Design eth_tx_arbiter_flat, sky130hd; sources not shown.
### Met4 routing

Scale bar: 100 microns. Supply wires on this layer in grey.
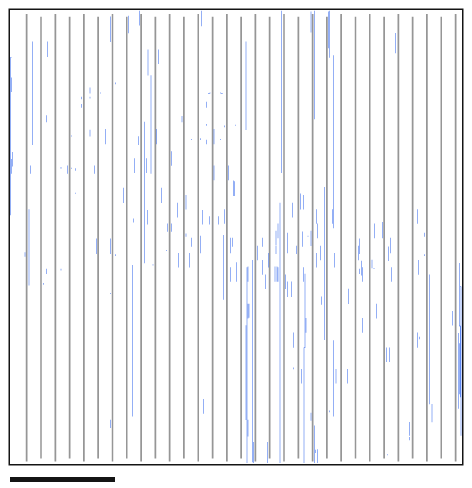
longest straight run = 247 microns
share of all routed wire = 3.1%
nets with wire on the layer = 154
final wirelength: 149 mm
vias post-DR: 19100

### Cell placement

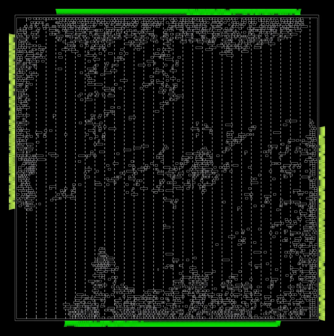
flop share of the area: 22.3%
Final Non-Filler Cells: 5360
Util after Layout: 17.9%
core footprint: 0.180 sq mm
TAP cells: 2370

### Sequential cells grouped by signal name

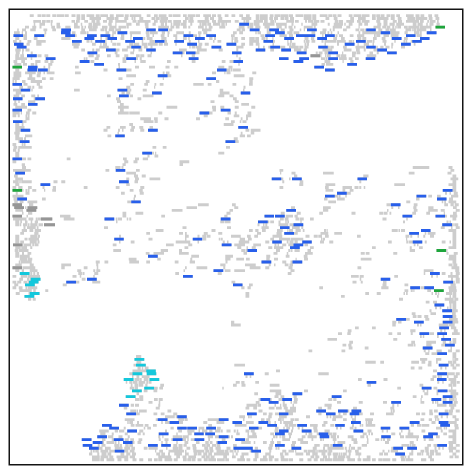
`u_core.bus.out_empty` -> green  # placed flops 5
`u_core.bus.out_data` -> blue  # placed flops 256, where all over the die
`u_core.drop_cnt` -> cyan  # placed flops 16
total area of sequential cells: 0.00719 sq mm
seq pwr: 2.30 mW

### Wire density map

Scale bar: 100 microns. The die is cut into 21 by 22 equal tiles; dark purple is low, yellow is high, scaled to the fullest tile. Values are wire area over tile area, all layers added.
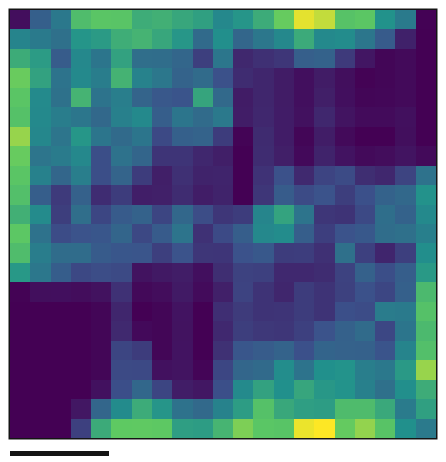
emptiest ninth of the die = south-west
fullest tile = 0.49
nearly empty tiles = 13%
drt wl/cell: 27.9 microns
gr usage total: 15.5%

### Clock distribution

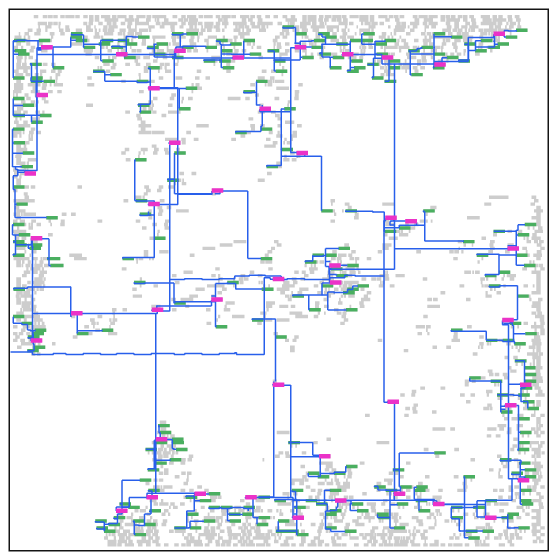
clock drivers -> magenta  # count 45
flip-flops -> green  # count 287
clock wires -> blue  # length 7400 microns
flops lie = all over the die
Clk power: 1.79 mW
skew final: 0.0356 ns
part of the power in the clock network: 14.9%
clk_lat worst skew: 0.65 ns

==> flow_metrics.py <==
# Physical implementation metrics
metrics = {
    "timing": {
        "final_hold_viol_count": 0,
        "tightest_slew_ns": 0.902,
        "fin_tns_setup_ns": 0,
        "setup_viol": 0,
        "rsz0062_at_grt": "no",
        "fin_hold_ws_ns": 0.499,
        "fin_crit_ns": 5.34,
        "maxSlewHeadroom_pct": 38.2,
        "max_freq_ghz": 0.187,
        "post-route-period-util_pct": 57.8,
        "maxSlewViolCount": 0,
    },
    "global_route": {
        "grt_max_degree": 103,
        "use_met3_pct": 8.67,
        "antenna_found_initial": 174,
        "grt_pass1_vias": 18700,
        "grt_use_met2_pct": 26.5,
        "busiest_layer": "met2",
        "grt_pass1_wl_mm": 190,
        "use_met1_pct": 16.6,
        "grt.overflow.total": 0,
    },
    "synthesis": {
        "ys_top_logic_family": "AND-OR/OR-AND gates",
        "netlist_area_sq_mm": 0.0162,
        "synth-simple-area-share_pct": 14.2,
        "ys_async_sr_fraction_pct": 100,
        "synth_seq_share_pct": 44.4,
        "ys_ff": 287,
        "synth_cells": 1894,
        "ys_chip_area_sq_mm": 0.0162,
        "ff_type": "dfrtp_1",
        "syn_avg_cell_area_sq_um": 8.53,
        "ys_cells": 1894,
        "mux_area_share_pct": 16.7,
        "ys_types": 43,
        "ys_sh_aoi_pct": 17.9,
        "synth_warnings": 0,
        "adder_share_pct": 0.991,
        "edf_count": 0,
        "xor_share_pct": 0.488,
    },
    "floorplan": {
        "die_w_microns": 429,
        "io_pins": 1085,
        "dieHeight_microns": 431,
        "die_area_sq_mm": 0.185,
        "fp-row-count": 156,
        "fp-utilization_pct": 8.97,
    },
    "power_and_ir_drop": {
        "power.density_mw_per_mm2": 372,
        "p_sw_mw": 6.36,
        "internal-power_mw": 5.64,
        "p_sw_share_pct": 53.0,
        "seqPwrFrac_pct": 19.2,
        "p_leak_nw": 12.1,
        "ir_drop_mv": 0.236,
        "comb_power_share_pct": 65.9,
    },
    "min_path": {
        "holdPathStages": 1,
        "min_path_type": "flop to flop",
    },
    "layout": {
        "fillCellCount": 20100,
        "area_delta_synth_final_pct": 99.3,
        "final_common_cell": "clkdlybuf4s50_1",
        "comb_area_sq_mm": 0.00814,
        "nets": 3748,
        "final_layout_size_suffix_gt1_share_pct": 5.18,
        "lay_top_cells": "clkdlybuf4s50_1, a21oi_1, nor2_1",
        "fin_area_sq_mm": 0.0322,
        "largest_reg_flops": 256,
    },
    "critical_path": {
        "reg2reg_depth": 13,
        "arrival_ns": 3.96,
        "cp-end-kind": "output port",
        "r2r_setup_slack_ns": 4.70,
        "path_class": "flop to output port",
        "required_ns": 7.86,
        "critPathMaxFanout": 44,
        "cp-start-kind": "flop",
    },
    "run": {
        "warnings": 31,
        "cap_violations": 0,
    },
    "drt": {
        "drcViolationCount": 0,
        "drtPass1Iterations": 7,
        "vias_per_cell": 3.57,
        "drtIter0Drc": 1061,
        "final_antenna_net_count": 0,
    },
    "placed_design": {
        "dp_hpwl_mm": 128,
        "place_area_sq_mm": 0.0306,
        "portBuffers": 1084,
        "gp_congestion": 0.941,
        "dp.cells": 5254,
    },
    "clock_tree": {
        "tritoncts": "yes",
        "numCtsBuffers": 45,
        "cts_root_buf": "clkbuf_16",
        "cts_max_level": 2,
        "clock-sinks": 287,
        "cts_buffer_depth": 3,
        "hold_buffers": 0,
        "ctsResizeCount": 0,
        "cts_setup_buffers": 0,
        "path_clk_slew_ns": 0.05,
    },
    "outcome": {
        "status": "complete, no violations",
    },
}
-- worst max-delay path: stages, from the launching register on --
cell and delay (ns):
dfrtp_4 0.76, buf_16 0.34, buf_16 0.24, nor2b_4 0.50, buf_16 0.24, buf_12 0.18, a21o_1 0.17, clkdlybuf4s50_1 0.81
-- Yosys cell counts, types with 8 or more instances --
cell | n | area, sq um
a21oi_1 | 538 | 2690
nor2_1 | 532 | 2000
dfrtp_1 | 287 | 7180
mux2i_1 | 265 | 2650
buf_2 | 74 | 370
clkbuf_1 | 55 | 206
buf_6 | 19 | 214
nand2_1 | 19 | 71.3
nand3_1 | 12 | 60.1
o21ai_0 | 9 | 45.0
ha_1 | 8 | 100
-- cell families after synthesis --
group / count (synthesis)
AOI/OAI and AO/OA: 569
xor gates and xnor gates: 9
adders and majority gates: 12
buffers and inverters: 161
DFF: 287
muxes: 269
and+or+nand+nor: 587
-- stage by stage --
stage	worst slack, ns	power [mW]
finish	3.91	12.0
global placement	-37.50	10.7
floorplan	-13.08	7.32
global route	3.69	12.7
detailed placement	4.11	10.3
CTS	3.72	12.2
-- routing by layer --
layer  wire length (microns)  up-vias  share of wire (%)
met5                     466        -               0.31
met4                    4600       74                3.1
met3                   19200      371                 13
met2                   71800      973                 48
met1                   53300     9079                 36
li1                        -     8632                  -
-- cell type report --
cell class | instances | area share (%)
diodes | 17 | 0.132
well taps | 2370 | 9.21
clock buffers | 62 | 4.00
flip-flops and latches | 287 | 22.3
clock inverters | 18 | 0.540
inverters | 7 | 0.105
multi-input cells | 1446 | 25.3
repair buffers | 1153 | 38.4
-- power groups by stage --
stage / logic, mW / registers [mW] / clock network, mW
after detailed placement: 7.98 / 2.31 / 0
after CTS: 8.02 / 2.30 / 1.88
final: 7.91 / 2.30 / 1.79
after global routing: 8.44 / 2.38 / 1.90
after floorplan: 2.75 / 4.57 / 0
after global placement: 8.04 / 2.68 / 0
No activity file was given, so power comes from the tool's default toggle rates.
